<file path="src/rtl/mux_n_registrado.sv">
// Registered N-channel operand selector with valid/ready handshake.
// Define MUX_VARREDURA_EN to build the round-robin scan mode (Modo/ponteiro).
module mux_n_registrado #(
    parameter int LARGURA = 8,
    parameter int CANAIS  = 4,
    localparam int SEL_W  = $clog2(CANAIS)
) (
    input  logic                      Clock,
    input  logic                      Reset,
    input  logic [CANAIS*LARGURA-1:0] Entradas,
    input  logic [SEL_W-1:0]          Controle,
    input  logic                      Modo,
    input  logic                      Habilita,
    input  logic                      Pronto,
    output logic [LARGURA-1:0]        Resultado,
    output logic [SEL_W-1:0]          Canal,
    output logic                      Valido,
    output logic                      Erro
);

    function automatic logic [LARGURA-1:0] dado_canal(
        input logic [CANAIS*LARGURA-1:0] ent,
        input logic [SEL_W-1:0]          s
    );
        dado_canal = '0;
        for (int k = 0; k < CANAIS; k++)
            if (s == SEL_W'(k)) dado_canal = ent[k*LARGURA +: LARGURA];
    endfunction

    function automatic logic fora_de_faixa(input logic [SEL_W-1:0] s);
        fora_de_faixa = 1'b1;
        for (int k = 0; k < CANAIS; k++)
            if (s == SEL_W'(k)) fora_de_faixa = 1'b0;
    endfunction

    logic [LARGURA-1:0] resultado_p0;
    logic [SEL_W-1:0]   canal_p0;
    logic               vld_p0;
    logic               erro_p0;
    logic               aceita;
    logic [SEL_W-1:0]   sel;

    // A stalled sample blocks new captures until the consumer takes it
    assign aceita = Habilita && (!vld_p0 || Pronto);

`ifdef MUX_VARREDURA_EN
    logic [SEL_W-1:0] ponteiro;

    assign sel = Modo ? ponteiro : Controle;

    always_ff @(posedge Clock or negedge Reset) begin
        if (!Reset) begin
            ponteiro <= '0;
        end else if (aceita && Modo) begin
            if (ponteiro == SEL_W'(CANAIS - 1))
                ponteiro <= '0;
            else
                ponteiro <= ponteiro + SEL_W'(1);
        end
    end
`else
    logic modo_unused;

    assign modo_unused = Modo;
    assign sel         = Controle;
`endif

    // Capture stage: selected channel registered on accept
    always_ff @(posedge Clock or negedge Reset) begin
        if (!Reset) begin
            resultado_p0 <= '0;
            canal_p0     <= '0;
            vld_p0       <= 1'b0;
            erro_p0      <= 1'b0;
        end else if (aceita) begin
            resultado_p0 <= dado_canal(Entradas, sel);
            canal_p0     <= sel;
            vld_p0       <= 1'b1;
            erro_p0      <= fora_de_faixa(sel);
        end else if (Pronto) begin
            vld_p0 <= 1'b0;
        end
    end

    assign Resultado = resultado_p0;
    assign Canal     = canal_p0;
    assign Valido    = vld_p0;
    assign Erro      = erro_p0;

endmodule

</file>
<file path="config.mk">
export PLATFORM = sky130hd
export DESIGN_NAME = mux_n_registrado
export DESIGN_NICKNAME = d
export VERILOG_FILES = /design/src/rtl/mux_n_registrado.sv
export SDC_FILE = /design/constraint.sdc
export NUM_CORES = 1
export LEC_CHECK = 0
export ABC_CLOCK_PERIOD_IN_PS = 1200
export CORE_MARGIN = 2
export CORE_UTILIZATION = 32
export DETAILED_ROUTE_END_ITERATION = 8
export MAX_ROUTING_LAYER = met4
export PLACE_DENSITY = 0.79
export SLEW_MARGIN = 20
export SYNTH_ARGS = -nofsm -noshare
export SYNTH_HDL_FRONTEND = slang
export SYNTH_SLANG_ARGS = --single-unit
export TNS_END_PERCENT = 1
</file>
<file path="constraint.sdc">
create_clock -name Clock -period 1.2 [get_ports Clock]
set_input_delay 0.36 -clock Clock [delete_from_list [all_inputs] [get_ports Clock]]
set_output_delay 0.36 -clock Clock [all_outputs]
set_load 0.02 [all_outputs]
</file>
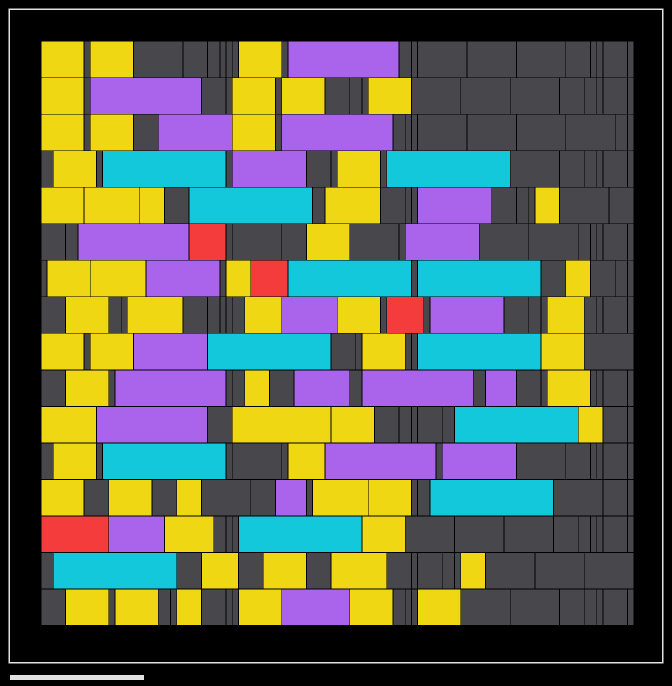
Run 1: placed cells, one colour a class
Scale bar: 10 um. Fill, decap, tap and diode cells in grey.
legend:
  combinational and other logic:
    colour: purple
    cells: 22
    share_of_their_area: 30%
  flops:
    colour: cyan
    cells: 12
    share_of_their_area: 25%
  clock drivers and dummy loads:
    colour: red
    cells: 4
    share_of_their_area: 3.1%
  other buffers and delay cells:
    colour: yellow
    cells: 57
    share_of_their_area: 41%
std cell rows: 16
placeable core area: 1922 um2
final non-filler cell area: 1221 um2
final cell utilization of the core: 63.54%

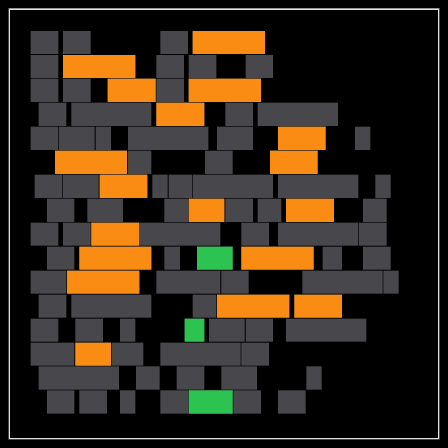
Run 1: logic cells by family
legend:
  multiplexers:
    colour: orange
    cells: 18
  NAND gates:
    colour: green
    cells: 3
top logic cell by instance count in the layout: sky130_fd_sc_hd__dlygate4sd2_1
Post-Layout Cell Count: 122

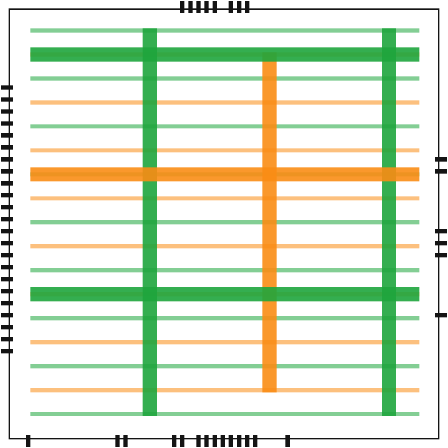
Run 1: PDN straps and rails
Pins as bars on the die edge.
legend:
  VSS:
    colour: green
  VDD:
    colour: orange
rows: 16
met1 rails: 17
met4 straps: 3
met5 straps: 3
signal pins: 51
maximum VDD drop: 0.0007060 V
Die Y-Extent: 48.57 um
Die Wd: 48.57 um

-- run 1: per-stage QoR --
stage / setup slack, ns / total power [W] / hold slack (ns) / cells / cell area [um2]
3_3_place_gp: -0.7323 / 0.001017 / 0.4739 / 117 / 1205
2_1_floorplan: -0.1280 / 0.0007280 / 0.06441 / 37 / 645.6
6_report: 0.001972 / 0.001312 / 0.3788 / 122 / 1221
4_1_cts: -0.01677 / 0.001297 / 0.3819 / 121 / 1199
5_1_grt: -0.02904 / 0.001388 / 0.3917 / 122 / 1221
3_5_place_dp: -0.7502 / 0.001025 / 0.4706 / 117 / 1205
-- run 1: cell families after synthesis --
| family | Yosys count | share of synthesized area (%) |
|---|---|---|
| muxes | 18 | 46.06 |
| DFF | 12 | 47.24 |
| and+or+nand+nor | 4 | 3.543 |
| buffers and inverters | 3 | 3.148 |
==> qor.txt, run 1 <==
DRC violations left = 0
sequential share of power = 38.5%
worst reg2reg path endpoint = Canal[0]$_DFFE_PN0P_
multi-input gates = 22
first-pass GRT wire length = 2980 um
critical-path maximum fanout = 2
sum of buffers and inverters on the critical path = 1
synthesized area per cell = 17.18 um2
area taken by flip-flops and latches = 300.3 um2
nets@finish = 135
Syn Std Cell Area = 635.6 um2
sequential cell count of the final layout = 12
quantity of I/O buffers inserted on ports = 49
grt ovf = 0
critical path depth = 1
tool warnings = 30
half-perimeter wire length of the detailed placement result = 1394 um
launch point of the worst path = Valido$_DFFE_PN0P_
Unique cell types = 9
crit path to = Valido
worst skew pair latency = 0.27 ns
clk_skew = 0.005573 ns
combinational gate power = 0.000484 W
share of Yosys cell area claimed by the top area cell type = 47.24%
via count = 571
final critical-path share of the clock period = 99.84%
number of flip-flops under the largest register name = 8
number of buffers created by CTS = 3
WP data arrival = 0.84 ns
count of inverters not on the clock network in the layout = 0
Antenna Cells = 0
switching share of power = 28.37%
Setup CP Type = register to output pin
effective utilization at floorplan = 33.07%
number of enable-type register cells in the synthesized netlist = 0
unrepaired setup endpoints after global routing = yes
number of design-rule violations left by the first detailed-router iteration = 10
worst hold-check path type = input pin to async pin
power density of the placed cells = 1074 nW/um2
Internal Power = 0.0009397 W
clock network power = 0.000322 W
non-clock buffer count in the final layout = 57
Static Leakage = 0.6084 nW
Largest cell class = non-clock buffers
clock transition at the register clock pins on the worst setup and hold paths after CTS = 0.08 ns
antenna violations before repair = 0
cell type with the largest total area after synthesis = sky130_fd_sc_hd__dfrtp_1
number of synthesized register bits = 12
Final Critical Period = 1.198 ns
worst setup slack for register-to-register paths = 0.06 ns
global-route layer with the greatest usage = met2
peak clock frequency supported by timing = 834.7 MHz
buffers inserted by post-CTS timing repair = 0
fraction of area in clock buffers and inverters = 2.971%
chip area in the Yosys report = 635.6 um2
global routing usage on met3 = 5.556%
maximum clock insertion buffer count = 2
met1 track utilization from global routing = 19.96%
Clock Buffer Count = 4
total number of yosys warnings = 0
seq pwr = 0.000506 W
chip footprint = 2359 um2
part of the power in the clock network = 24.6%
hold bufs inserted after CTS = 0
detailed-route wire length per cell = 14.18 um
met1 wire length = 611 um
Crit path max-delay family = flip-flops
share of cells above drive strength 1 = 47.37%
final hold violation count = 0
routed wire length = 1730 um
highest-delay cell along the critical path = sky130_fd_sc_hd__dfrtp_1
Cell Chain, Critical Path = buf_6
combinational gate area = 360.3 um2
CP endpoint kind = output pin
number of instances resized during post-cts repair = 104
via count normalized by instance count = 4.680
number of top-level design ports = 51
commonest cells in the synthesized netlist = sky130_fd_sc_hd__dfrtp_1, sky130_fd_sc_hd__mux2_2, sky130_fd_sc_hd__mux4_2
net switching power of the design = 0.0003722 W
Fin Setup TNS = 0 ns
async set-reset flop share out of synthesis = 100.0%
length of the first detailed-routing pass in iterations = 4
placer's final routability congestion estimate = 0.6629
result of the run = completed
global routing met2 resource utilization = 28.47%
Top Consumer = sequential cells
vias in the first global route = 640
number of instances in the synthesized netlist = 37
count of inserted tapcells = 27
number of pins exceeding their max-slew limit in the final report = 0
power share of the combinational group = 36.9%
combinational share of cell area = 29.51%
number of setup violations in the final report = 0
net count entering floorplan = 76
dominant register cell in the synthesized netlist = sky130_fd_sc_hd__dfrtp_1
transition at the pin with the smallest max-transition slack = 0.1606 ns
cell with the most instances after synthesis = sky130_fd_sc_hd__dfrtp_1
depth of the CTS H-tree = 1
number of inserted filler cells in the final layout = 168
cell at the root of the clock tree = sky130_fd_sc_hd__clkbuf_4
TritonCTS clock tree = done
combined global-route utilization of all metal layers = 17.44%
number of standard cells reported by yosys = 37
synth-to-layout area growth = 92.13%
fraction of the yosys area taken by sequential cells = 47.24%
max-capacitance violation count = 0
startpoint of the worst register-to-register path = Valido$_DFFE_PN0P_
highest routing layer actually used = met4
sequential share of cell area = 24.59%
largest net degree at the start of global routing = 13
element type at the critical path start = register
number of nets with antenna violations after detailed routing = 0
total number of clock tree sinks = 12
Slowest Stage Delay on Critical Path = 0.42 ns
depth of the worst register-to-register path = 4
met2 wire len = 924 um
main area contributors = sky130_fd_sc_hd__dfrtp_1, sky130_fd_sc_hd__mux4_2, sky130_fd_sc_hd__mux2_2
area share of buffers outside the clock network = 40.16%
Crit path required time = 0.84 ns
Run 1, where the registers sit:
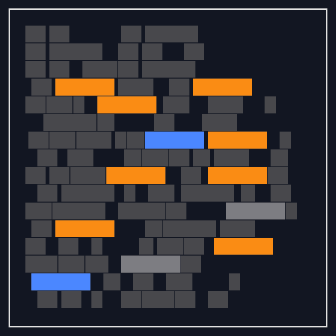

==> run 2: changes to the inputs <==
ABC_CLOCK_PERIOD_IN_PS = 1350   (was 1200)
clock period = 1.35 ns   (was 1.2 ns; I/O delays follow)
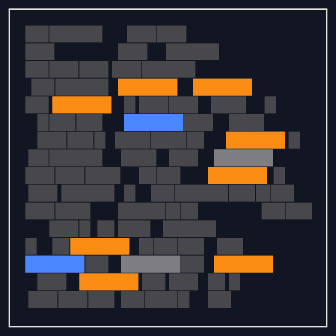
Run 2: where the registers sit
legend:
  `Canal`:
    colour: blue
    flops: 2
  `Resultado`:
    colour: orange
    flops: 8
sequential share of cell area: 23.32%
area taken by flip-flops and latches: 300.3 um2
final cell utilization of the core: 66.99%
seq pwr: 0.000448 W

==> qor.txt, run 2 <==
count of inverters not on the clock network in the layout = 0
Fin Setup TNS = -0.007536 ns
async set-reset flop share out of synthesis = 100.0%
peak clock frequency supported by timing = 736.6 MHz
maximum clock insertion buffer count = 2
worst slack on hold paths = 0.4355 ns
area share of buffers outside the clock network = 43.93%
Die Wd = 48.57 um
total number of yosys warnings = 0
Unique cell types = 9
Antenna Cells = 0
cell with the most instances after synthesis = sky130_fd_sc_hd__dfrtp_1
launch point of the worst path = Entradas[4]
number of buffers created by CTS = 3
Crit path required time = 1.52 ns
instance count after placement with tap cells included = 117
detailed-route wire length per cell = 14.95 um
final non-filler cell area = 1287 um2
chip footprint = 2359 um2
buffers inserted by post-CTS timing repair = 0
Setup CP Type = input pin to register
Top Consumer = sequential cells
grt ovf = 0
number of design-rule violations left by the first detailed-router iteration = 3
element type at the critical path start = input pin
number of pins exceeding their max-slew limit in the final report = 0
Overall Power = 0.001162 W
unrepaired setup endpoints after global routing = yes
fraction of area in clock buffers and inverters = 2.818%
net count entering floorplan = 76
Slowest Stage Delay on Critical Path = 0.45 ns
nets@finish = 134
multi-input gates = 22
depth of the worst register-to-register path = 4
vias in the first global route = 643
combinational gate power = 0.000425 W
dominant register cell in the synthesized netlist = sky130_fd_sc_hd__dfrtp_1
combined global-route utilization of all metal layers = 16.68%
std cell rows = 16
Internal Power = 0.0008349 W
via count normalized by instance count = 4.636
number of enable-type register cells in the synthesized netlist = 0
non-clock buffer count in the final layout = 56
final critical-path share of the clock period = 100.6%
sum of buffers and inverters on the critical path = 1
via count = 561
number of flip-flops under the largest register name = 8
part of the power in the clock network = 24.9%
cell at the root of the clock tree = sky130_fd_sc_hd__clkbuf_4
sequential cell count of the final layout = 12
slack of the critical path = -0.007536 ns
startpoint of the worst register-to-register path = Valido$_DFFE_PN0P_
chip area in the Yosys report = 635.6 um2
antenna violations before repair = 0
number of inserted filler cells in the final layout = 144
sequential share of power = 38.5%
quantity of I/O buffers inserted on ports = 49
total number of clock tree sinks = 12
number of setup violations in the final report = 1
max-capacitance violation count = 0
Cell Chain, Critical Path = clkdlybuf4s50_1 > mux4_2 > mux2_2
share of cells above drive strength 1 = 46.81%
post-placement cell area = 1205 um2
main area contributors = sky130_fd_sc_hd__dfrtp_1, sky130_fd_sc_hd__mux4_2, sky130_fd_sc_hd__mux2_2
placer's final routability congestion estimate = 0.6625
violations in the final reports = negative setup slack
effective utilization at floorplan = 33.07%
worst setup slack for register-to-register paths = 0.23 ns
result of the run = finished, violations left
synth-to-layout area growth = 102.6%
TritonCTS clock tree = done
clock transition at the register clock pins on the worst setup and hold paths after CTS = 0.08 ns
post-placement setup slack = -0.6557 ns
number of standard cells reported by yosys = 37
highest-delay cell along the critical path = sky130_fd_sc_hd__mux4_2
critical path depth = 3
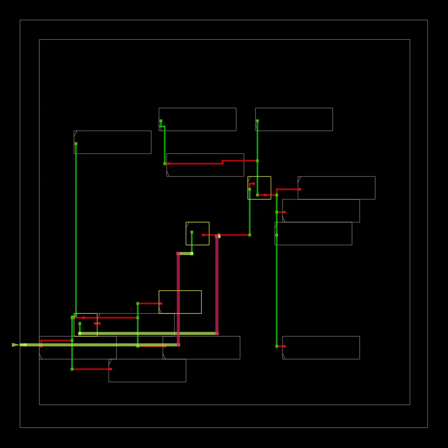
Run 2: clock wiring as the flow saved it
Clock Buffer Count: 4
clock network power: 0.000290 W
clk_skew: 0.005122 ns

run 2: cell counts after synthesis:
Identical to the previous run, type by type.
run 2: layer usage:
metal	routed length (um)	vias up	track usage, %
met4	22	0	7.143
met2	988	31	28.01
met1	634	268	17.31
met5	0	-	-
li1	-	258	-
met3	163	4	6.790
run 2: cell families (layout without fill, tap and decap cells):
logic type    count (synthesis)  in the layout  synth area share [%]
buf+inv                       3             60                 3.148
simple gates                  4              4                 3.543
mux                          18             18                 46.06
flops                        12             12                 47.24
run 2: repair_timing:
item / in CTS / in global routing
setup endpoints to repair: 22 / 19
hold endpoints to repair: 0 / 0
gates resized: 42 / 40
Run 2, placed cells, one colour a class:
Scale bar: 10 um. Fill, decap, tap and diode cells in grey.
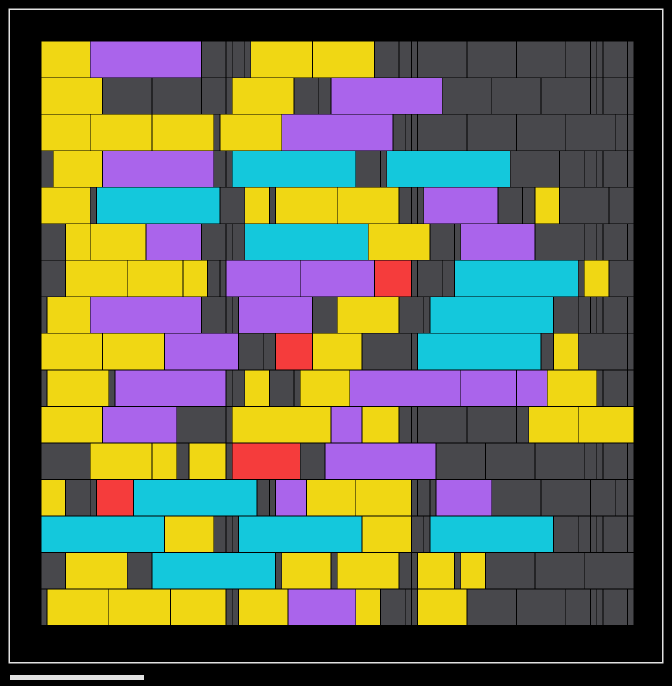

==> run 3: changes to the inputs <==
CORE_MARGIN = unset   (was 2)
SETUP_SLACK_MARGIN = 0.3   (was unset)
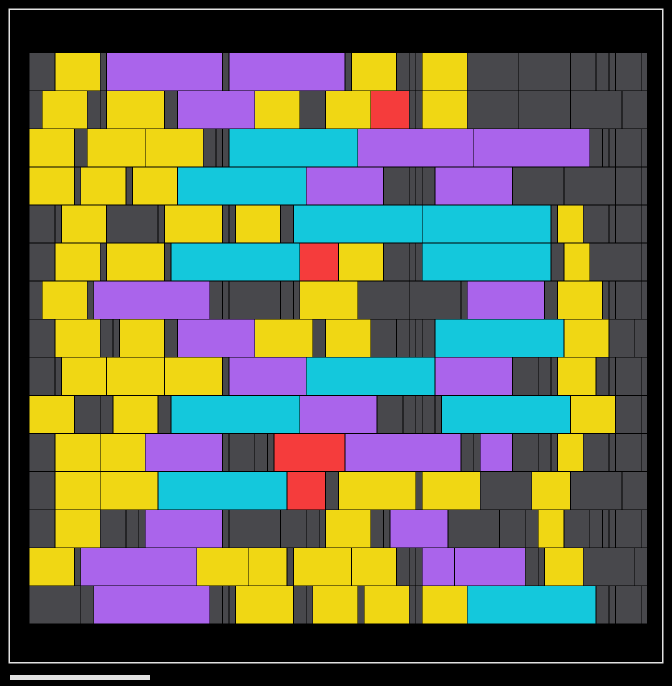
Run 3: placed cells, one colour a class
Scale bar: 10 um. Fill, decap, tap and diode cells in grey.
legend:
  flops:
    colour: cyan
    cells: 12
    share_of_their_area: 24%
  combinational and other logic:
    colour: purple
    cells: 22
    share_of_their_area: 30%
  clock drivers and dummy loads:
    colour: red
    cells: 4
    share_of_their_area: 2.9%
  other buffers and delay cells:
    colour: yellow
    cells: 58
    share_of_their_area: 43%
final non-filler cell area: 1264 um2
final cell utilization of the core: 70.14%
placeable core area: 1802 um2

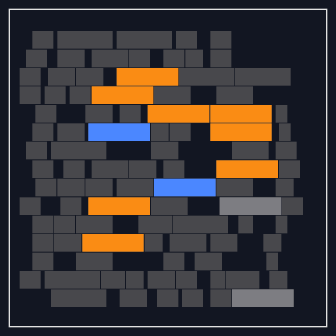
Run 3: where the registers sit
legend:
  `Canal`:
    colour: blue
    flops: 2
  `Resultado`:
    colour: orange
    flops: 8
not coloured: 2
seq pwr: 0.000459 W
sequential share of cell area: 23.76%

==> qor.txt, run 3 <==
WP data arrival = 0.82 ns
post-placement setup slack = -0.5869 ns
dominant register cell in the synthesized netlist = sky130_fd_sc_hd__dfrtp_1
Unique cell types = 9
final hold violation count = 0
effective utilization at floorplan = 35.28%
via count normalized by instance count = 4.785
synthesized area per cell = 17.18 um2
share of cells above drive strength 1 = 47.92%
net count entering floorplan = 76
result of the run = completed
largest net degree at the start of global routing = 13
critical-path maximum fanout = 2
crit path to = Resultado[4]
hold bufs inserted after CTS = 0
combinational gate power = 0.000474 W
buffers inserted by post-CTS timing repair = 1
final critical-path share of the clock period = 90.78%
Die Y-Extent = 46.57 um
post-placement cell area = 1190 um2
Cell Chain, Critical Path = buf_4
instance count after placement with tap cells included = 115
placer's final routability congestion estimate = 0.6213
number of buffers created by CTS = 3
Post-Layout Cell Count = 121
number of nets with antenna violations after detailed routing = 0
top logic cell by instance count in the layout = sky130_fd_sc_hd__dlygate4sd2_1
Overall Power = 0.001223 W
Multiplexer share = 46.06%
cell with the most instances after synthesis = sky130_fd_sc_hd__dfrtp_1
number of pins exceeding their max-slew limit in the final report = 0
part of the power in the clock network = 23.8%
first-pass GRT wire length = 2691 um
length of the first detailed-routing pass in iterations = 3
cell at the root of the clock tree = sky130_fd_sc_hd__clkbuf_4
std cell rows = 15
Antenna Cells = 0
Crit path max-delay family = flip-flops
vias in the first global route = 612
number of flip-flops under the largest register name = 8
clock network power = 0.000291 W
sequential share of power = 37.5%
clk_skew = 0.001974 ns
number of top-level design ports = 51
number of standard cells reported by yosys = 37
unrepaired setup endpoints after global routing = yes
maximum VDD drop = 0.0005505 V
grt ovf = 0
synthesized-area fraction occupied by xor and xnor cells = 0%
area fraction in and, or, nand and nor cells = 3.543%
antenna violations before repair = 0
net switching power of the design = 0.0003446 W
area fraction in full adders, half adders and majority gates = 0%
tool warnings = 30
Top Consumer = combinational cells
worst skew pair latency = 0.27 ns
AO/OA Area Share = 0%
synth-to-layout area growth = 98.82%
CP endpoint kind = output pin
combined global-route utilization of all metal layers = 20.15%
power share of the combinational group = 38.7%
Setup CP Type = register to output pin
switching share of power = 28.17%
max-capacitance violation count = 0
chip footprint = 2168 um2
depth of the worst register-to-register path = 5
quantity of I/O buffers inserted on ports = 49
TritonCTS clock tree = done
DRC violations left = 0
fraction of the yosys area taken by sequential cells = 47.24%
number of inserted filler cells in the final layout = 150
launch point of the worst path = Resultado[4]$_DFFE_PN0P_
power density of the placed cells = 968.0 nW/um2
nets@finish = 136
Internal Power = 0.0008786 W
largest combinational cell category by area = multiplexers
## run 3: layer usage
layer	global-route usage, %	wire length (um)	up-vias
li1	-	-	263
met5	-	0	-
met1	22.66	625	278
met3	5.882	137	4
met4	12.35	34	0
met2	31.11	943	34
## run 3: area by class of cell
type	instances	area [um2]	share of cell area (%)
repair buffers	58	528.0	41.78
well taps	25	31.28	2.475
flip-flops and latches	12	300.3	23.76
clock buffers	4	36.28	2.871
multi-input cells	22	367.9	29.11
## run 3: metrics by stage
stage	TNS (ns)	hold WS [ns]
after floorplan	-0.1839	0.1094
after global placement	-5.192	0.4674
after detailed placement	-5.298	0.4702
after CTS	0	0.4215
after global routing	0	0.4372
final	0	0.4175
Power and IR drop assume default switching activity.
